--- src/rtl/core_v_mcu_pkg.sv ---
// Shared register-bus types and defaults.
// Used by the register-bus arbiter and its requesters.
package core_v_mcu_pkg;

  localparam int unsigned REG_ADDR_W = 32;
  localparam int unsigned REG_DATA_W = 32;
  localparam int unsigned REG_STRB_W = REG_DATA_W / 8;

  localparam int unsigned REG_ARB_TIMEOUT_CYCLES = 256;

  typedef struct packed {
    logic [REG_ADDR_W-1:0] addr;
    logic                  write;
    logic [REG_DATA_W-1:0] wdata;
    logic [REG_STRB_W-1:0] wstrb;
    logic                  valid;
  } reg_req_t;

  typedef struct packed {
    logic [REG_DATA_W-1:0] rdata;
    logic                  error;
    logic                  ready;
  } reg_rsp_t;

  typedef enum logic {
    ARB_IDLE,
    ARB_ACTIVE
  } arb_state_e;

endpackage

--- src/rtl/reg_arb_rr_pick.sv ---
// Rotating first-valid search: lowest valid index
// at or after ptr_i, wrapping modulo N.
module reg_arb_rr_pick #(
  parameter  int unsigned N    = 2,
  localparam int unsigned IdxW = $clog2(N)
) (
  input  logic [N-1:0]    valid_i,
  input  logic [IdxW-1:0] ptr_i,
  output logic [IdxW-1:0] idx_o,
  output logic            any_o
);

  logic [2*N-1:0]  dbl;
  logic [N-1:0]    rot;
  logic [IdxW-1:0] off;
  logic [IdxW:0]   sum;

  // Rotate so bit 0 is ptr_i, take the lowest set bit,
  // then map the offset back to an absolute index.
  always_comb begin
    dbl   = {valid_i, valid_i} >> ptr_i;
    rot   = dbl[N-1:0];
    off   = '0;
    for (int i = N - 1; i >= 0; i--) begin
      if (rot[i]) off = IdxW'(i);
    end
    sum   = {1'b0, ptr_i} + {1'b0, off};
    if (sum >= (IdxW+1)'(N)) sum = sum - (IdxW+1)'(N);
    idx_o = sum[IdxW-1:0];
    any_o = |valid_i;
  end

endmodule

--- src/rtl/reg_bus_arbiter.sv ---
// Round-robin arbiter folding NumReq register-bus
// requesters onto one downstream port, with timeout.
module reg_bus_arbiter
  import core_v_mcu_pkg::*;
#(
  parameter int unsigned NumReq        = 2,
  parameter int unsigned TimeoutCycles = REG_ARB_TIMEOUT_CYCLES
) (
  input  logic     clk_i,
  input  logic     rst_i,
  input  reg_req_t req_i [NumReq],
  output reg_rsp_t rsp_o [NumReq],
  output reg_req_t req_o,
  input  reg_rsp_t rsp_i,
  output logic     busy_o,
  output logic     timeout_o
);

  localparam int unsigned IdxW = $clog2(NumReq);
  localparam int unsigned CntW =
    (TimeoutCycles > 0) ? $clog2(TimeoutCycles + 1) : 1;
  localparam logic [CntW-1:0] CntMax  = CntW'(TimeoutCycles);
  localparam logic [IdxW-1:0] LastIdx = IdxW'(NumReq - 1);

  arb_state_e      state_q, state_d;
  logic [IdxW-1:0] gnt_idx_q, gnt_idx_d;
  logic [IdxW-1:0] rr_ptr_q, rr_ptr_d;
  logic [CntW-1:0] wait_cnt_q, wait_cnt_d;

  logic [NumReq-1:0] valid_vec;
  logic [IdxW-1:0]   pick_idx;
  logic              pick_any;
  logic [IdxW-1:0]   ptr_next;
  reg_req_t          gnt_req;

  // Collect requester valids for the picker.
  always_comb begin
    valid_vec = '0;
    for (int k = 0; k < NumReq; k++) begin
      valid_vec[k] = req_i[k].valid;
    end
  end

  reg_arb_rr_pick #(
    .N(NumReq)
  ) u_pick (
    .valid_i(valid_vec),
    .ptr_i  (rr_ptr_q),
    .idx_o  (pick_idx),
    .any_o  (pick_any)
  );

  // Next-state and output decode; ready beats timeout,
  // a withdrawn request ends the access silently.
  always_comb begin
    state_d    = state_q;
    gnt_idx_d  = gnt_idx_q;
    rr_ptr_d   = rr_ptr_q;
    wait_cnt_d = wait_cnt_q;
    req_o      = '0;
    busy_o     = 1'b0;
    timeout_o  = 1'b0;
    for (int k = 0; k < NumReq; k++) begin
      rsp_o[k] = '0;
    end
    gnt_req  = req_i[gnt_idx_q];
    ptr_next = (gnt_idx_q == LastIdx) ? '0
             : gnt_idx_q + IdxW'(1);
    unique case (state_q)
      ARB_IDLE: begin
        if (pick_any) begin
          gnt_idx_d  = pick_idx;
          wait_cnt_d = '0;
          state_d    = ARB_ACTIVE;
        end
      end
      ARB_ACTIVE: begin
        busy_o = 1'b1;
        if (!gnt_req.valid) begin
          req_o      = gnt_req;
          state_d    = ARB_IDLE;
          rr_ptr_d   = ptr_next;
          wait_cnt_d = '0;
        end else if (rsp_i.ready) begin
          req_o            = gnt_req;
          rsp_o[gnt_idx_q] = rsp_i;
          state_d          = ARB_IDLE;
          rr_ptr_d         = ptr_next;
          wait_cnt_d       = '0;
        end else if (TimeoutCycles != 0 &&
                     wait_cnt_q == CntMax) begin
          rsp_o[gnt_idx_q].ready = 1'b1;
          rsp_o[gnt_idx_q].error = 1'b1;
          timeout_o              = 1'b1;
          state_d                = ARB_IDLE;
          rr_ptr_d               = ptr_next;
          wait_cnt_d             = '0;
        end else begin
          req_o = gnt_req;
          if (wait_cnt_q != CntMax) begin
            wait_cnt_d = wait_cnt_q + CntW'(1);
          end
        end
      end
      default: state_d = ARB_IDLE;
    endcase
  end

  // State register; reset drops any access in flight.
  always_ff @(posedge clk_i or posedge rst_i) begin
    if (rst_i) begin
      state_q    <= ARB_IDLE;
      gnt_idx_q  <= '0;
      rr_ptr_q   <= '0;
      wait_cnt_q <= '0;
    end else begin
      state_q    <= state_d;
      gnt_idx_q  <= gnt_idx_d;
      rr_ptr_q   <= rr_ptr_d;
      wait_cnt_q <= wait_cnt_d;
    end
  end

endmodule

--- config.mk ---
export PLATFORM = sky130hd
export DESIGN_NAME = reg_bus_arbiter
export DESIGN_NICKNAME = d
export VERILOG_FILES = /design/src/rtl/core_v_mcu_pkg.sv /design/src/rtl/reg_arb_rr_pick.sv /design/src/rtl/reg_bus_arbiter.sv
export SDC_FILE = /design/constraint.sdc
export NUM_CORES = 1
export LEC_CHECK = 0
export CORE_AREA = 2 2 122 124
export CTS_BUF_LIST = sky130_fd_sc_hd__clkbuf_2
export DETAILED_ROUTE_END_ITERATION = 8
export DIE_AREA = 0 0 124 126
export GPL_TIMING_DRIVEN = 1
export PLACE_DENSITY = 0.66
export SLEW_MARGIN = 40
export SYNTH_ARGS = -nofsm -noshare
export SYNTH_HDL_FRONTEND = slang
export SYNTH_SLANG_ARGS = --single-unit
--- constraint.sdc ---
create_clock -name clk_i -period 2.55 [get_ports clk_i]
set_input_delay 0.6375 -clock clk_i [delete_from_list [all_inputs] [get_ports clk_i]]
set_output_delay 0.6375 -clock clk_i [all_outputs]
set_load 0.01 [all_outputs]
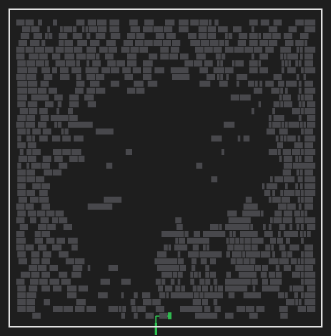
run_1/port_trees.png
[green] rst_i | direction: input | end cells: 1 | buffers: 1 | wire: 5.60 microns

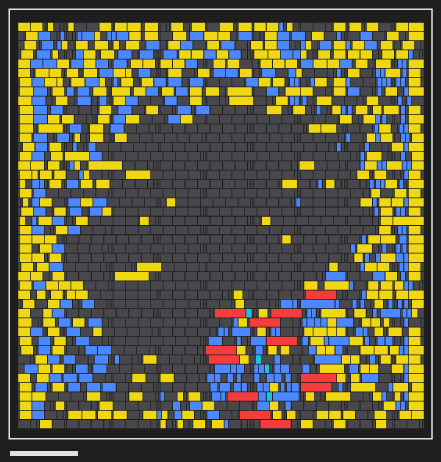
run_1/class_map.png
Bar = 20 microns. Fill, decap, tap and diode cells in grey.
[yellow] remaining buffers and delay cells | cells: 388
[blue] remaining logic cells | cells: 306
[red] sequential cells | cells: 12
[cyan] clock drivers and dummy loads | cells: 4

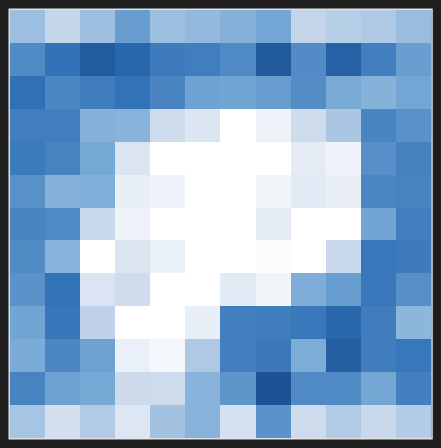
run_1/util_map.png
12 x 13 tiles, from white (low) to dark blue (high), 0 to 100% covered.
nearly empty tiles: 13%
tiles over 75% full: 4.5%
fullest tile: 86%
mean over tiles: 41%
emptiest ninth of the die: centre
Pre-Place Util: 15.3%
final core utilization: 46.3%

==> flow_summary.ini, run 1 <==
; yosys + openroad results
[run_status]
status = complete, but fails checks
violations = negative setup slack

[sta]
setup_viol = 105
fin_skew_ns = 0.00269
final_hold_viol_count = 0
slew_viol_final = 0
setup_tns_ns = -18.86
relSlewSlack_pct = 68.4
setup_slack_ns = -0.252
rsz0062_at_grt = true

[setup_path]
worst-endpoint-arrival_ns = 2.16
critPathRequiredTime_ns = 1.91
slowest_stage = dfrtp_1
cp_common_cell = buf_6
reg2reg_depth = 10
cp_num_cells = 11
path_cells = inv_2 > ha_2 > and4bb_2 > nand2_2 > o31ai_4 > buf_6 > buf_6 > buf_12 > buf_16 > nor2_1 > buf_2
slowest_delay_ns = 0.41
r2r_end = wait_cnt_q[3]$_DFFE_PP0P_
reg2reg_setup_slack_ns = 0.39
cp-endpoint = req_o[53]
critPathLaunch = wait_cnt_q[1]$_DFFE_PP0P_
critical_path_class = reg2out

[cts]
cts-htree-levels = 1
clk_pin_slew_ns = 0.13
cts_made_buffers = 3
cts-root-buf = clkbuf_2

[logic_synthesis]
synth_cells = 346
postSynthSeqShare_pct = 13.7
synth-edff-count = 0
yosys_cells = 346
ys_seq_elements = 12
ff_type = dfrtp_1
fp_nets = 524
yosysTopAreaCell = mux2i_1
synth_top_area_share_pct = 32.8

[cells_and_area]
layout.nets = 889
drive_above_1_share_pct = 30.1
layoutNonFillerInstCount = 894
areaGrowthSynthToFinish_pct = 202
final_common_cell = clkdlybuf4s50_1
final_cell_area_sq_mm = 0.00663

[hold_path]
min_path_type = reg2reg
min_from = rr_ptr_q$_DFFE_PP0P_

[grt]
grt_use_met3_pct = 2.45
antenna_found_initial = 0
grt_pass1_vias = 3597
grt_usage_pct = 16.4

[floorplanning]
core_sq_mm = 0.0143
die_area_sq_mm = 0.0156
die_x_microns = 124

[route]
avgRoutedWirePerCell_microns = 16.1
drt_first_pass_iters = 4
antenna_left = 0
drt-met1-wl_microns = 5250
totalWireLength_microns = 14400
dr_wl_met3_microns = 1130

[power]
pg_clk_mw = 0.101
p_sw_mw = 2.30
total_power_mw = 4.98
p_seq_mw = 0.271
max-vdd-ir-drop_uv = 560
power_frac_seq_pct = 5.4
clockPowerShare_pct = 2.0
p_sw_share_pct = 46.3
power.density_mw_per_mm2 = 750

[placed_design]
dp_cells = 872
numPortBuffers = 315
dp_hpwl_microns = 11500
dpl_cell_area_sq_mm = 0.00596
run 1: synth_stat cells, types with 2 or more instances:
master	instances
inv_1	5
o21ai_0	4
nand4_1	3
a21oi_1	8
ha_1	2
mux2i_1	72
nand2b_1	3
nor2_1	141
nand2_1	41
nor3_1	5
dfrtp_1	12
clkbuf_1	18
nand3_1	4
a31oi_1	5
buf_2	7
run 1: cell families after synthesis:
kind of cell / share of synthesized area, %
muxes: 33.3
adders and majority gates: 1.14
buffers and inverters: 6.55
AOI/OAI and AO/OA: 7.46
and+or+nand+nor: 37.9
DFF: 13.7
run 1: registers in the layout, summed over array words and instances (netlist names):
register,cells
wait_cnt_q,9
gnt_idx_q,1
rr_ptr_q,1
state_q,1
run 1: what timing repair did:
item / 4_1_cts / 5_1_grt
cloned: 4 / 1
gates resized: 354 / 131
hold buffers: 0 / 0
pin swaps: 45 / 20
endpoints found under the setup margin: 139 / 139
setup buffers: 8 / 10
run 1: worst min path at each step:
stage	cells after the start	endpoint
2_1_floorplan	1	wait_cnt_q[7]$_DFFE_PP0P_
3_3_place_gp	2	rr_ptr_q$_DFFE_PP0P_
3_5_place_dp	2	rr_ptr_q$_DFFE_PP0P_
4_1_cts	2	rr_ptr_q$_DFFE_PP0P_
5_1_grt	2	rr_ptr_q$_DFFE_PP0P_
6_report	2	rr_ptr_q$_DFFE_PP0P_
run 1: layout make-up:
| class | count | share of cell area, % |
|---|---|---|
| clock buffers | 3 | 0.226 |
| clock inverters | 1 | 0.0566 |
| inverters | 5 | 0.283 |
| multi-input cells | 301 | 32.2 |
| flip-flops and latches | 12 | 4.58 |
| well taps | 184 | 3.47 |
| repair buffers | 388 | 59.2 |
run 1: tightest hold or removal path: stages, from the launching register on:
cell and delay (ns):
dfrtp_1 0.40, inv_1 0.05, mux2i_1 0.05
==> run 2: changes to the inputs <==
--- a/config.mk
+++ b/config.mk
@@ -7,9 +7,11 @@
 export LEC_CHECK = 0
 export CORE_AREA = 2 2 122 124
 export CTS_BUF_LIST = sky130_fd_sc_hd__clkbuf_2
+export CTS_CLUSTER_DIAMETER = 200
 export DETAILED_ROUTE_END_ITERATION = 8
 export DIE_AREA = 0 0 124 126
 export GPL_TIMING_DRIVEN = 1
+export HOLD_SLACK_MARGIN = 0.12
 export PLACE_DENSITY = 0.66
 export SLEW_MARGIN = 40
 export SYNTH_ARGS = -nofsm -noshare
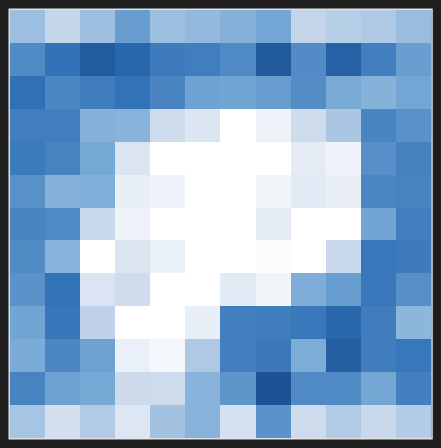
run_2/util_map.png
12 x 13 tiles, from white (low) to dark blue (high), 0 to 100% covered.
fullest tile: 86%
mean over tiles: 41%
tiles over 75% full: 4.5%
emptiest ninth of the die: centre
nearly empty tiles: 13%
Core ar.: 0.0143 sq mm

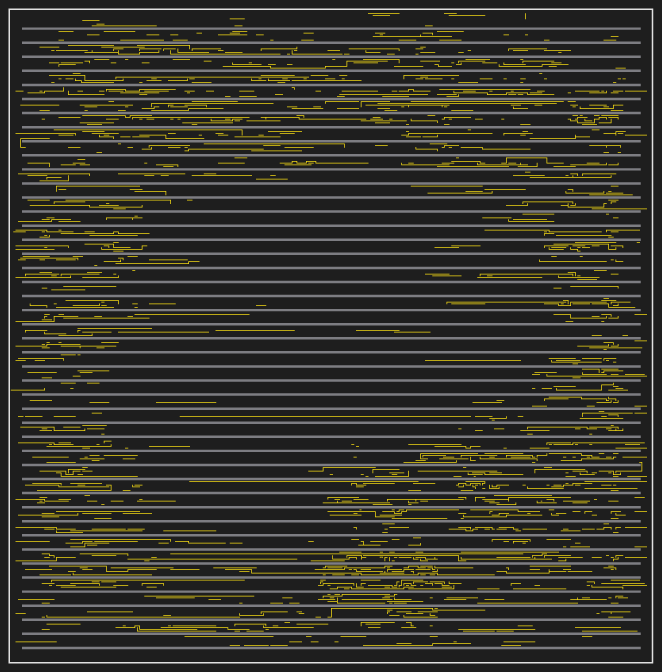
run_2/m1.png
Supply wires on this layer in grey.
share of all routed wire: 36%
main direction: horizontal
DR vias: 3795
M1 GR Usage: 18.1%
Routed WL: 14400 microns

==> run 2 against run 1 <==
Register-to-register slack hardly changed. Sequential cell count stayed put. Cell area stayed put. The run still ends with negative setup slack left. Setup slack stayed put. Combinational power hardly changed. Global-route usage stayed put. Sequential share of layout area stayed put. Power stayed put. Highest routed layer unchanged. Critical path type unchanged. Count of clock-buffer cells in the layout stayed put.
==> flow_summary.ini, run 2 <==
; yosys + openroad results
[run_status]
status = complete, but fails checks
violations = negative setup slack

[sta]
fin_skew_ns = 0.00269
relSlewSlack_pct = 68.4
rsz0062_at_grt = true
slew_viol_final = 0
setup_viol = 105
setup_slack_ns = -0.252
final_hold_viol_count = 0

[placed_design]
numPortBuffers = 315
dp_hpwl_microns = 11500
dp_cells = 872

[hold_path]
min_path_type = reg2reg
worstHoldEndpoint = rr_ptr_q$_DFFE_PP0P_
holdPathStages = 2
min_from = rr_ptr_q$_DFFE_PP0P_

[setup_path]
critPathLaunch = wait_cnt_q[1]$_DFFE_PP0P_
cp-endpoint = req_o[53]
reg2reg_setup_slack_ns = 0.39
critPathRequiredTime_ns = 1.91
r2r_end = wait_cnt_q[3]$_DFFE_PP0P_
worst-endpoint-arrival_ns = 2.16
critical_path_class = reg2out
critPathMaxFanout = 7

[logic_synthesis]
synth_top_area_share_pct = 32.8
yosys_cells = 346
ff_type = dfrtp_1
syn-cell-area_sq_mm = 0.00220
yosysTopAreaCell = mux2i_1
synth_cells = 346
postSynthSeqShare_pct = 13.7
fp_nets = 524
yosysMostFrequentCell = nor2_1
synth-edff-count = 0

[route]
drt_first_pass_iters = 4
drt-met1-wl_microns = 5250
antenna_left = 0
avgRoutedWirePerCell_microns = 16.1

[cells_and_area]
areaGrowthSynthToFinish_pct = 202
largest_reg_flops = 9
layout.nets = 889
largest_register = wait_cnt_q
final_common_cell = clkdlybuf4s50_1
layoutNonFillerInstCount = 894
drive_above_1_share_pct = 30.1

[floorplanning]
die_x_microns = 124
die_area_sq_mm = 0.0156
initCoreUtil_pct = 15.3

[grt]
grt_usage_pct = 16.4
antenna_found_initial = 0
grt_use_met3_pct = 2.45

[cts]
clk_pin_slew_ns = 0.13
cts_made_buffers = 3
ctsHoldBuffers = 0
cts-root-buf = clkbuf_2

[power]
power.density_mw_per_mm2 = 750
max-vdd-ir-drop_uv = 560
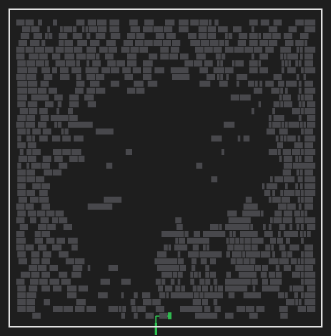
run_2/port_trees.png
[green] rst_i | direction: input | end cells: 1 | buffers: 1 | wire: 5.60 microns

[run 2: where the power goes]
group | total, mW | internal (mW) | switching, mW
sequential | 0.271 | 0.228 | 0.0431
combinational | 4.61 | 2.41 | 2.19
clock | 0.101 | 0.0341 | 0.0670
total | 4.98 | 2.67 | 2.30
[run 2: metrics by stage]
step	util (%)	setup TNS [ns]	setup slack [ns]	area, sq um	power [mW]
2_1_floorplan	-	0	0.264	2200	1.96
3_3_place_gp	41.6	-67.36	-0.636	5960	4.09
3_5_place_dp	41.6	-68.24	-0.643	5960	4.10
4_1_cts	42.6	-23.79	-0.268	6100	4.50
5_1_grt	46.3	-30.65	-0.386	6630	5.29
6_report	46.3	-18.86	-0.252	6630	4.98
[run 2: repair_timing]
action | CTS | global route
gates resized | 354 | 131
pin swaps | 45 | 20
buffers inserted | 8 | 10
cloned | 4 | 1
endpoints found under the setup margin | 139 | 139
[run 2: area by class of cell]
type	instances	area, sq um	area share, %
timing repair buffer	388	3930	59.2
tap	184	230	3.47
multi-input combinational	301	2130	32.2
clock inverter	1	3.75	0.0566
clock buffer	3	15.0	0.226
sequential	12	304	4.58
inverter	5	18.8	0.283
[run 2: kinds of logic after synthesis]
kind of cell | share of synthesized area, %
compound gates | 7.46
fa+ha+maj | 1.14
buf+inv | 6.55
flops | 13.7
mux | 33.3
simple gates | 37.9
[run 2: critical path: stages (launching register included)]
cell and delay (ns):
dfrtp_1 0.41, inv_2 0.06, ha_2 0.15, and4bb_2 0.26
nand2_2 0.08, o31ai_4 0.21, buf_6 0.16, buf_6 0.11
buf_12 0.13, buf_16 0.13, nor2_1 0.04, buf_2 0.15
No activity file was given, so power comes from the tool's default toggle rates.
